Figure 1. Signal wires on met1 (run 1).
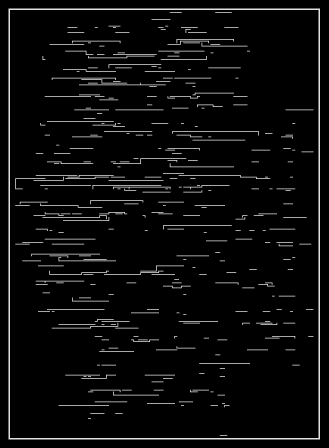
Figure 2. Signal wires on met2 (run 1).
Scale bar: 20 microns.
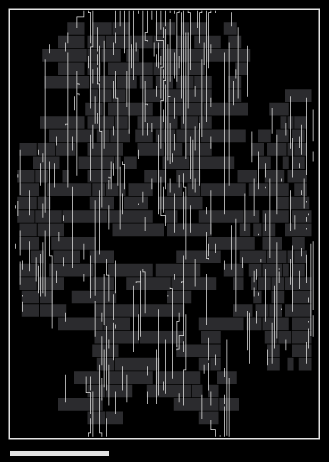
Figure 3. Metal 3 (run 1).
Scale bar: 20 microns.
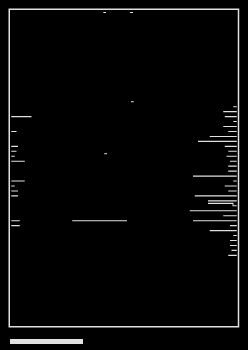
==> config.mk <==
export PLATFORM = sky130hd
export DESIGN_NAME = vrf_seq
export DESIGN_NICKNAME = d
export VERILOG_FILES = /design/src/rtl/vrf_seq.sv
export SDC_FILE = /design/constraint.sdc
export NUM_CORES = 1
export LEC_CHECK = 0
export CORE_ASPECT_RATIO = 1.4
export CORE_UTILIZATION = 35
export DETAILED_ROUTE_END_ITERATION = 10
export GPL_TIMING_DRIVEN = 0
export PLACE_DENSITY = 0.79
export SLEW_MARGIN = 20
export SYNTH_ARGS = -nofsm -noshare
export SYNTH_HDL_FRONTEND = slang
export SYNTH_SLANG_ARGS = --single-unit
==> constraint.sdc <==
create_clock -name clk_i -period 1.65 [get_ports clk_i]
set_clock_uncertainty 0.1 [all_clocks]
set_input_delay 0.33 -clock clk_i [delete_from_list [all_inputs] [get_ports clk_i]]
set_output_delay 0.33 -clock clk_i [all_outputs]
set_load 0.05 [all_outputs]
==> src/rtl/vrf_seq.sv <==
// Vector register file sequencer: op handshake, per-beat read issue, and a lat_p-deep write replay pipeline.
// Define VRF_SEQ_HAZARD_EN to hold off ops that read a register with writes still pending (RAW interlock).
module vrf_seq #(
  parameter int els_p   = 32,
  parameter int vlen_p  = 8,
  parameter int lanes_p = 4,
  parameter int lat_p   = 2
) (
  input  logic                                clk_i,
  input  logic                                reset_n_i,
  input  logic                                v_i,
  output logic                                ready_o,
  input  logic [$clog2(els_p)-1:0]            vd_i,
  input  logic [$clog2(els_p)-1:0]            vs0_i,
  input  logic [$clog2(els_p)-1:0]            vs1_i,
  input  logic [$clog2(els_p)-1:0]            vs2_i,
  input  logic                                wb_i,
  output logic [$clog2(els_p)-1:0]            r_reg0_addr_o,
  output logic [$clog2(els_p)-1:0]            r_reg1_addr_o,
  output logic [$clog2(els_p)-1:0]            r_reg2_addr_o,
  output logic [lanes_p*$clog2(vlen_p)-1:0]   r_addr_o,
  output logic                                beat_v_o,
  output logic [$clog2(els_p)-1:0]            w_reg_addr_o,
  output logic [lanes_p*$clog2(vlen_p)-1:0]   w_addr_o,
  output logic [lanes_p-1:0]                  w_en_o,
  output logic                                done_o,
  output logic                                busy_o
);

  localparam int va_lp    = $clog2(els_p);
  localparam int ea_lp    = $clog2(vlen_p);
  localparam int beats_lp = vlen_p / lanes_p;
  localparam int bw_lp    = (beats_lp > 1) ? $clog2(beats_lp) : 1;

  typedef enum logic {IDLE, ISSUE} state_e;

  typedef struct packed {
    logic             wb;
    logic [va_lp-1:0] vd;
    logic [va_lp-1:0] vs0;
    logic [va_lp-1:0] vs1;
    logic [va_lp-1:0] vs2;
  } desc_t;

  typedef struct packed {
    logic             valid;
    logic             wb;
    logic [va_lp-1:0] vd;
    logic [bw_lp-1:0] b;
    logic             last;
  } stg_t;

  state_e           state_q, state_d;
  logic [bw_lp-1:0] b_q, b_d;
  desc_t            desc_q, desc_d;
  stg_t             stg_q [lat_p];
  stg_t             stg_d [lat_p];

  logic issuing, last_beat, hazard, accept;

  function automatic logic [lanes_p*ea_lp-1:0] lane_addrs(input logic [bw_lp-1:0] b);
    logic [lanes_p*ea_lp-1:0] a;
    a = '0;
    for (int l = 0; l < lanes_p; l++) a[l*ea_lp +: ea_lp] = ea_lp'(int'(b) * lanes_p + l);
    return a;
  endfunction

  function automatic logic src_match(input logic [va_lp-1:0] vd, input logic [va_lp-1:0] s0,
                                     input logic [va_lp-1:0] s1, input logic [va_lp-1:0] s2);
    return (s0 == vd) || (s1 == vd) || (s2 == vd);
  endfunction

  // Handshake, hazard and next-state logic.
  always_comb begin
    // NOTE: every signal written here gets a default first, so no path can leave one unassigned and infer a latch.
    issuing   = (state_q == ISSUE);
    last_beat = issuing && (b_q == bw_lp'(beats_lp - 1));
    hazard    = 1'b0;
`ifdef VRF_SEQ_HAZARD_EN
    if (issuing && desc_q.wb && src_match(desc_q.vd, vs0_i, vs1_i, vs2_i)) hazard = 1'b1;
    // The last stage is skipped: its write lands before a newly accepted op's first read.
    for (int i = 0; i < lat_p - 1; i++) begin
      if (stg_q[i].valid && stg_q[i].wb && src_match(stg_q[i].vd, vs0_i, vs1_i, vs2_i)) hazard = 1'b1;
    end
`endif
    ready_o = reset_n_i && (!issuing || last_beat) && !hazard;
    accept  = v_i && ready_o;

    state_d = state_q;
    b_d     = b_q;
    desc_d  = desc_q;
    if (accept) begin
      state_d = ISSUE;
      b_d     = '0;
      desc_d  = '{wb: wb_i, vd: vd_i, vs0: vs0_i, vs1: vs1_i, vs2: vs2_i};
    end else if (last_beat) begin
      state_d = IDLE;
      b_d     = '0;
    end else if (issuing) begin
      b_d = b_q + bw_lp'(1);
    end

    stg_d[0] = '{valid: issuing, wb: desc_q.wb, vd: desc_q.vd, b: b_q, last: last_beat};
    for (int i = 1; i < lat_p; i++) stg_d[i] = stg_q[i-1];
  end

  always_ff @(posedge clk_i or negedge reset_n_i) begin
    // NOTE: state uses non-blocking assignments so every flop samples pre-edge values regardless of statement order.
    if (!reset_n_i) begin
      state_q <= IDLE;
      b_q     <= '0;
      desc_q  <= '0;
      for (int i = 0; i < lat_p; i++) stg_q[i] <= '0;
    end else begin
      state_q <= state_d;
      b_q     <= b_d;
      desc_q  <= desc_d;
      for (int i = 0; i < lat_p; i++) stg_q[i] <= stg_d[i];
    end
  end

  // Outputs: every address reads 0 whenever its qualifying valid is low.
  always_comb begin
    beat_v_o      = issuing;
    r_reg0_addr_o = '0;
    r_reg1_addr_o = '0;
    r_reg2_addr_o = '0;
    r_addr_o      = '0;
    if (issuing) begin
      r_reg0_addr_o = desc_q.vs0;
      r_reg1_addr_o = desc_q.vs1;
      r_reg2_addr_o = desc_q.vs2;
      r_addr_o      = lane_addrs(b_q);
    end

    w_reg_addr_o = '0;
    w_addr_o     = '0;
    w_en_o       = '0;
    done_o       = 1'b0;
    if (stg_q[lat_p-1].valid) begin
      w_reg_addr_o = stg_q[lat_p-1].vd;
      w_addr_o     = lane_addrs(stg_q[lat_p-1].b);
      w_en_o       = {lanes_p{stg_q[lat_p-1].wb}};
      done_o       = stg_q[lat_p-1].last;
    end

    busy_o = issuing;
    for (int i = 0; i < lat_p; i++) busy_o = busy_o || stg_q[i].valid;
  end

endmodule

==> run summary, run 1 <==
Reports from this run.

- Routability-driven placement finished with a final weighted congestion of 0.668.
- The routed wirelength on the met1 layer is recorded as 1240 microns.
- The largest stage delay on the critical path reads 530 ps.
- STA classifies the critical path startpoint as a flip-flop.
- The sum of met2 wire segment lengths after detailed routing reads 1900 microns.
- The largest driver fanout on the critical path reads 8.
- The final max-slew violation count recorded for this run is 0.
- Total power normalized to cell area comes to 2120 nW/um^2.
- The count of cells in the finished layout, fillers not included, comes to 284.
- The number of cells on the worst reg-to-reg path is 5.
- The most critical setup path has its startpoint at beat_v_o.
- Setup repair after global routing could not meet its margin everywhere.
- The worst hold path class reads reg2reg.
- The setup-violating endpoint count in the final report is 26.
- The area fraction of the largest cell type after synthesis is 0.572.
- The critical path in the final layout is reported with a setup slack of -149 ps.
- The startpoint-to-endpoint class of the critical path is reg2out.
- A synthesized cell averages 14.5 sq um.
- By area the synthesized netlist is led by dfrtp_1 (57%), mux2_4 (17%), buf_4 (11%).
- The count of unique library cells instantiated by Yosys reads 14.
- The number of antenna cells inserted is 0.
- The total routing usage reported by global routing is 0.129.
- The endpoint type of the worst setup path reads an output pin.
- The share of cells above drive strength 1 reads 0.632.
- The number of rows in the core area reads 30.
- The master cell of the clock root buffer is clkbuf_8.
- The top routing layer in use reads met4.
- The post-CTS clock slew at the launch and capture registers of the worst setup and hold paths is 70 ps.
- The share of async-settable or async-resettable flops after synthesis is 1.00.
- The clock latency at the later pin of the worst-skew pair reads 280 ps.
- The half-perimeter wire length of the detailed placement result reads 2240 microns.
- The length of the first detailed-routing pass in iterations reads 3.
- The H-tree generated during clock tree synthesis spans 2 levels.
- The area of the synthesized netlist per yosys stat reads 1790 sq um.
- The flow ran to the end, but the final reports show violations.
- The number of global-route vias before repair came to 1,153.
- The final reports fail on negative setup slack.
- The maximum achievable frequency reads 556 MHz.
Notes on Figure 1 above:
nets with wire on the layer	189
main direction	horizontal

Notes on Figure 2 above:
share of all routed wire	56%
longest straight run	32.6 microns
main direction	vertical
wire length on this layer	1,900 microns
met2 track demand over resource: 0.234
final wirelength: 3380 microns
via total after detailed routing: 1,167

Notes on Figure 3 above:
nets with wire on the layer	46
main direction	horizontal
share of all routed wire	5.1%
wire length on this layer	173 microns
M3 GR Usage: 0.0276

[run 1: registers in the layout, summed over array words and instances (netlist names)]
register / count
desc_q: 21
stg_d: 9
stg_q: 9
b_q: 1
beat_v_o: 1
[run 1: where the power goes]
group / internal, mW / leakage [nW] / switching, mW
combinational: 1.71 / 0.885 / 2.08
clock: 0.378 / 0.0542 / 0.313
sequential: 1.44 / 0.482 / 0.215
[run 1: per-layer routing]
metal	GRT usage	vias to the layer above
li1	-	549
met1	0.144	565
met2	0.234	49
met3	0.0276	4
met4	0.0571	0
met5	0	-
[run 1: metrics by stage]
stage	power, mW	utilization	setup TNS (ps)	instance area, sq um
after global routing	6.42	0.594	-4740	2900
after detailed placement	5.04	0.534	-22120	2600
after floorplan	4.07	-	-20.7	1840
final	6.14	0.594	-2510	2900
after global placement	5.00	0.531	-98000	2590
after CTS	6.02	0.575	-2960	2810
[run 1: cell families (layout without fill, tap and decap cells)]
logic type	after synthesis	after routing	share of synthesized area
DFF	41	41	0.572
and+or+nand+nor	32	32	0.119
buffers and inverters	29	118	0.133
muxes	21	21	0.174
other	1	8	0.00209
[run 1: final cells by class]
type / count / area, sq um
Fill cell: 392 / 1980
Sequential cell: 41 / 1030
Timing Repair Buffer: 81 / 832
Multi-Input combinational cell: 61 / 583
Buffer: 29 / 269
Clock buffer: 7 / 96.3
Tap cell: 64 / 80.1
Clock inverter: 1 / 5.00
[run 1: how the worst min path moves through the flow]
stage                 end      start  depth (start not counted)  slack [ps]
2_1_floorplan         b_q  reset_n_i                          0         -70
3_3_place_gp     stg_q[2]   stg_d[2]                          0         230
3_5_place_dp   desc_q[11]  reset_n_i                          1         160
4_1_cts          stg_q[5]   stg_d[5]                          0         250
5_1_grt          stg_q[1]   stg_d[1]                          0         260
6_report         stg_q[6]   stg_d[6]                          0         250
[run 1: placed cells by master (no fill, tap or decap)]
cell / netlist / final
and2_1: 18 / 6
and2_2: 7 / 16
and2_4: 0 / 3
buf_12: 2 / 3
buf_2: 0 / 4
buf_4: 26 / 36
buf_6: 0 / 34
buf_8: 0 / 8
clkbuf_4: 0 / 1
clkbuf_8: 0 / 7
clkdlybuf4s50_1: 0 / 22
clkinv_2: 0 / 1
conb_1: 1 / 8
dfrtp_1: 41 / 39
dfrtp_2: 0 / 1
dfrtp_4: 0 / 1
dlygate4sd3_1: 0 / 2
mux2_2: 1 / 1
mux2_4: 20 / 20
nand2_1: 3 / 3
nand2b_4: 0 / 1
nand3b_1: 1 / 1
nor2b_4: 1 / 1
or3_4: 0 / 1
[run 1: repair_timing]
action                                 4_1_cts  5_1_grt
setup endpoints to repair                   44       54
pin swaps                                    1        1
buffers inserted                             6        5
resized                                    303       24
endpoints found under the hold margin       13        0
gates cloned                                 1        0
hold buffers                                 2        0
==> inputs of run 2 (changes only) <==
--- a/config.mk
+++ b/config.mk
@@ -7,2 +7,3 @@
 export LEC_CHECK = 0
+export ABC_AREA = 1
 export CORE_ASPECT_RATIO = 1.4
==> constraint.sdc (replaced) <==
create_clock -name clk_i -period 1.65 [get_ports clk_i]
set_clock_uncertainty 0.1 [all_clocks]
set_input_delay 0.2475 -clock clk_i [delete_from_list [all_inputs] [get_ports clk_i]]
set_output_delay 0.2475 -clock clk_i [all_outputs]
set_load 0.05 [all_outputs]
Figure 4. Zoomed window (run 2).
Scale bar: 5 microns. Region (6, 56) to (26, 76) microns. Cells in grey, sequential cells in the stronger grey; small squares are vias.
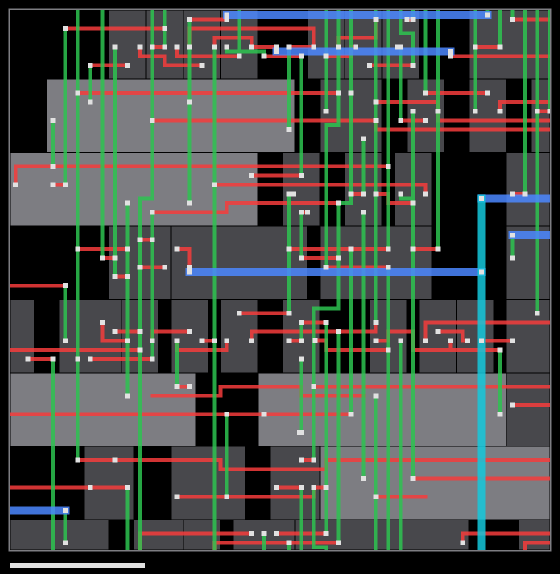
colour	layer
red	met1
cyan	met4
green	met2
blue	met3
cells with their middle in the window	34
most frequent	nand2_1 (15), dfrtp_1 (5), inv_1 (4)
sequential cells in the window	5
netlist names of flops here include	desc_q (5)

==> run summary, run 2 <==
Reports from this run.

- The maximum achievable frequency is 573 MHz (+3.1%).
- The footprint of the flip-flops and latches is 1030 sq um (-0.36%).
- The start point of the worst min-delay path is reset_n_i.
- The critical path launch point type is a flip-flop.
- The post-CTS clock slew at the launch and capture registers of the worst setup and hold paths is 80 ps (about the same).
- The growth of design area from synthesis to finish is 57.6%.
- The cell area after layout is 2890 sq um (-0.13%).
- The clock network fraction of design power is 0.104 (-0.008).
- The largest driver fanout on the critical path reads 4 (-4).
- The type recorded for the worst min-delay path is in2reg.
- The average cell area after synthesis is 9.22 sq um (-36%).
- The number of cells on the worst reg-to-reg path is 6 (+1).
- The main area contributors are dfrtp_1 (56%), nand2_1 (14%), buf_4 (11%).
- The final weighted congestion in routability-driven placement is 0.744 (+11%).
- The switching part of the total power is 0.480 (+0.0557).
- The source of the critical timing path reads beat_v_o.
- The length of the first detailed-routing pass in iterations is 4 (+1).
- The total routing usage reported by global routing came to 0.148 (+0.0187).
- The area of the synthesized netlist per yosys stat reads 1840 sq um (+2.3%).
- The internal power reads 3.21 mW (-9.2%).
- The most frequent logic cell in the layout is nand2_1.
- The net switching power was 2.96 mW (+14%).
- The wire length of the first global-routing pass is 6320 microns.
- The master cell of the clock root buffer is clkbuf_8.
- The share of async-settable or async-resettable flops after synthesis is 1.00 (unchanged).
- The startpoint-to-endpoint class of the critical path is reg2out.
- The setup-violating endpoint count in the final report reads 5 (-81%).
- The standard cell area after detailed placement reads 2640 sq um (+1.4%).
- The final tally of max-slew violations is 0 (unchanged).
- The number of maximum-capacitance violations is 0.
- The number of global-route vias before repair is 1,349 (+17%).
- The half-perimeter wire length of the detailed placement result is 2670 microns (+19%).
- The worst setup margin came to -94.4 ps (+54.6 ps).
- The number of levels the H-tree was split into is 2 (unchanged).
- The total negative slack reads -342 ps (+2170 ps).
- The endpoint type of the worst setup path is an output pin.
- The share of cells above drive strength 1 reads 0.379 (-0.253).
- Leaving out fill and tap cells, the most frequent cells in the layout are nand2_1 (66), dfrtp_1 (40), buf_4 (33), buf_6 (28), clkdlybuf4s50_1 (22).
- Ranked by flip-flop count, first place goes to desc_q.
- The share of power burned in registers is 0.265 (-0.005).
- The run finished, with violations left.
- The total via count in the routed design is 1,531 (+31%).
- The final reports fail on negative setup slack.
- The multi-input logic area is 505 sq um (-13%).
- The number of rows in the core area was 30 (unchanged).
- The number of antenna cells inserted reads 0 (unchanged).
- The count of unique library cells instantiated by Yosys is 15 (+1).
- Setup repair after global routing could not meet its margin everywhere.
- The clock latency at the later pin of the worst-skew pair was 290 ps (about the same).
==> run 2: cell types whose count changed after synthesis, moves of 7 or more <==
cell | before | now
and2_1 | 18 | 0
and2_2 | 7 | 0
inv_1 | 0 | 24
mux2_4 | 20 | 0
nand2_1 | 3 | 69
nand4_1 | 0 | 21
==> run 2: logic make-up after synthesis <==
kind of cell | count (synthesis) | synth area share
and+or+nand+nor | 94 | 0.237
buffers and inverters | 62 | 0.198
DFF | 41 | 0.559
AOI/OAI and AO/OA | 1 | 0.00409
other | 1 | 0.00204
==> run 2: layout make-up <==
class | count | share of cell area
timing repair buffer | 79 | 0.266
inverter | 25 | 0.0359
sequential | 41 | 0.355
multi-input combinational | 103 | 0.175
clock buffer | 6 | 0.0251
tap | 64 | 0.0277
clock inverter | 2 | 0.00519
buffer | 37 | 0.110
==> run 2: metal layers <==
metal | vias to the layer above | track usage | wire, microns
met2 | 62 | 0.244 | 2160
met1 | 699 | 0.173 | 1580
met5 | - | 0 | 0
met3 | 8 | 0.0430 | 240
li1 | 762 | - | -
met4 | 0 | 0.0785 | 94
==> run 2: worst min-delay path by stage <==
stage / endpoint / slack (ps) / cells past startpoint
2_1_floorplan: b_q / -150 / 0
3_3_place_gp: stg_q[1] / 230 / 0
3_5_place_dp: desc_q[5] / 110 / 1
4_1_cts: desc_q[0] / 190 / 3
5_1_grt: desc_q[0] / 230 / 3
6_report: desc_q[0] / 210 / 3
==> run 2: metrics by stage <==
stage	total power, mW	std cells	hold WS [ps]	util	worst slack, ps
floorplan	4.07	206	-148	-	43.1
global route	6.50	357	225	0.584	-133
CTS	5.79	354	190	0.551	-136
global placement	5.05	337	233	0.530	-1990
detailed placement	5.11	338	108	0.533	-650
finish	6.17	357	214	0.584	-94.4
==> run 2: power groups by stage <==
stage	combinational, mW	clock (mW)	sequential [mW]
after floorplan	2.42	0	1.65
after global placement	3.41	0	1.64
after detailed placement	3.45	0	1.67
after CTS	3.51	0.658	1.62
after global routing	4.11	0.692	1.70
final	3.89	0.641	1.64
==> run 2: repair_timing <==
action                                  in CTS  in global routing
endpoints found under the setup margin      44                 32
gates resized                              248                 65
pin swaps                                    0                  1
hold buffers                                 2                  0
endpoints found under the hold margin       13                  0
buffers inserted                             6                  3
gates cloned                                 0                  0
==> run 2: worst max-delay path: stages (launching register included) <==
cell and delay (ps):
dfrtp_2 430, buf_8 140, or3_4 370, buf_6 160
==> inputs of run 3 (changes only) <==
DONT_BUFFER_PORTS = 1   (was unset)
PLACE_DENSITY = 0.6   (was 0.79)
Figure 5. Signal wires on met1 (run 3).
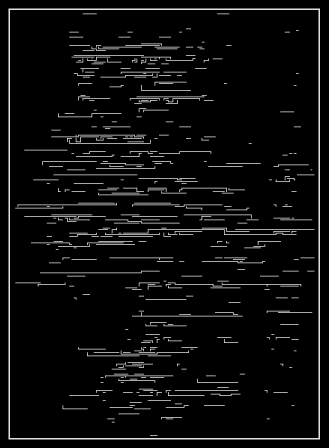
global-route track usage on met1: 0.177
via total after detailed routing: 1,360
final wirelength: 3880 microns

==> run summary, run 3 <==
Reports from this run.

- The final tally of max-slew violations is 0 (unchanged).
- Setup repair after global routing could not meet its margin everywhere.
- The share of power burned in registers reads 0.307 (+0.042).
- The flow ran to the end, but the final reports show violations.
- The clock network fraction of design power is 0.117 (+0.013).
- The final reports fail on negative setup slack.
- The xor and xnor fraction of the mapped netlist area is 0 (unchanged).
- For reference, the top logic cell family by area is simple AND/OR/NAND/NOR gates.
- The post-route worst hold slack reads 58.7 ps (-155 ps).
- The worst setup path is captured at an output pin.
- The tool warning count for the run is 28.
- The setup-violating endpoint count in the final report is 27 (+22).
- The number of cells on the worst reg-to-reg path reads 4 (-2).
- The master cell of the clock root buffer reads clkbuf_8.
- The internal power came to 2.75 mW (-14%).
- The mux contribution to synthesized area reads 0 (unchanged).
- The post-CTS clock slew at the launch and capture registers of the worst setup and hold paths was 90 ps (about the same).
- The final weighted congestion in routability-driven placement is 0.700 (-6.0%).
- The worst hold path class reads in2reg.
- The number of rows in the core area is 30 (unchanged).
- The critical path launch point type reads a flip-flop.
- The wire length of the first global-routing pass was 6310 microns (-0.22%).
- The register with the most flip-flops in the final layout is desc_q.
- The startpoint-to-endpoint class of the critical path reads reg2out.
- The number of maximum-capacitance violations is 0 (unchanged).
- The total negative slack is -5420 ps (-5080 ps).
- The area of the synthesized netlist per yosys stat is 1840 sq um (unchanged).
- The count of input and output buffers reads 0.
- The total routing usage reported by global routing reads 0.151 (+0.00385).
- The fraction of the mapped netlist area in adder cells is 0 (unchanged).
- The share of cells above drive strength 1 is 0.420 (+0.0409).
- The destination of the worst hold path is desc_q[0].
- The largest driver fanout on the critical path is 8 (+4).
- The worst setup margin was -255 ps (-161 ps).
- The switching part of the total power reads 0.530 (+0.0496).
- The clock latency at the later pin of the worst-skew pair reads 300 ps (about the same).
- Relative to the synthesized area, the layout overhead comes to 45.1%.
- The area fraction in compound gates was 0.00409 (unchanged).
- The share of async-settable or async-resettable flops after synthesis was 1.00 (unchanged).
- The footprint of the flip-flops and latches is 1030 sq um (+0.37%).
- The number of levels the H-tree was split into is 2 (unchanged).
- The number of antenna cells inserted reads 0 (unchanged).
- The length of the first detailed-routing pass in iterations was 4 (unchanged).
- The top cell types in the final layout, fill and taps aside, are nand2_1 (47), dfrtp_1 (39), dlygate4sd3_1 (23), clkinvlp_4 (22), nand4_1 (21).
- The average cell area after synthesis was 9.22 sq um (unchanged).
- The maximum achievable frequency is 525 MHz (-8.4%).
- The half-perimeter wire length of the detailed placement result reads 2320 microns (-13%).
- The area share of and/or/nand/nor cells after synthesis reads 0.237 (unchanged).
- The start point of the worst min-delay path reads reset_n_i.
- By area the synthesized netlist is led by dfrtp_1 (56%), nand2_1 (14%), buf_4 (11%).
-- run 3: netlist changes by cell type in the layout (fill, tap and decap cells not counted), sizes merged --
cell	change
clkdlybuf4s50	-22
buf	-49
clkinvlp	+18
clkinv	+1
dlygate4sd3	+21
clkbuf	-1
inv	-18
-- run 3: how the worst max path moves through the flow --
stage | startpoint | to | depth (start not counted)
after floorplan | beat_v_o | r_reg0_addr_o[0] | 4
after global placement | beat_v_o | r_addr_o[11] | 5
after detailed placement | beat_v_o | r_addr_o[2] | 5
after CTS | beat_v_o | ready_o | 3
after global routing | beat_v_o | ready_o | 3
final | beat_v_o | busy_o | 2
-- run 3: cell type report --
cell class / instances / share of cell area
flip-flops and latches: 41 / 0.387
inverters: 25 / 0.0676
well taps: 64 / 0.0301
plain buffers: 36 / 0.129
clock buffers: 5 / 0.0258
repair buffers: 30 / 0.121
clock inverters: 3 / 0.00939
multi-input cells: 103 / 0.230
-- run 3: what timing repair did --
item	CTS	global route
pin swaps	2	1
resized	73	13
setup buffers	5	0
hold buffers	24	0
endpoints found under the hold margin	62	0
gates cloned	1	0
setup endpoints to repair	35	31
-- run 3: power by group through the flow --
stage	Combinational (mW)	Sequential [mW]	Clock, mW
after CTS	3.29	1.77	0.709
after detailed placement	2.60	1.70	0
after global placement	2.58	1.68	0
after floorplan	2.42	1.65	0
final	3.37	1.79	0.685
after global routing	3.55	1.84	0.748
-- run 3: metal layers --
metal | global-route usage | wire length [microns] | vias up | share of wire
met5 | 0 | 0 | - | 0
met4 | 0.0785 | 116 | 0 | 0.030
met3 | 0.0391 | 221 | 9 | 0.057
met2 | 0.256 | 2050 | 55 | 0.53
met1 | 0.177 | 1490 | 631 | 0.38
li1 | - | - | 665 | -
-- run 3: worst max-delay path, cell delays in order, from the launching register on --
cell and delay, ps:
dfrtp_4 610, buf_8 190, or3_4 460
-- run 3: per-stage QoR --
stage / cell area [sq um] / power (mW) / worst slack [ps] / util / cells
floorplan: 1870 / 4.07 / 43.1 / - / 206
global placement: 1950 / 4.26 / -129 / 0.394 / 270
detailed placement: 1950 / 4.29 / -141 / 0.394 / 270
CTS: 2620 / 5.77 / -270 / 0.528 / 307
global route: 2660 / 6.14 / -303 / 0.538 / 307
finish: 2660 / 5.84 / -255 / 0.538 / 307
-- run 3: logic make-up after synthesis --
logic type / after synthesis
simple gates: 94
other cells: 1
compound gates: 1
buf+inv: 62
flops: 41
Power and IR drop assume default switching activity.
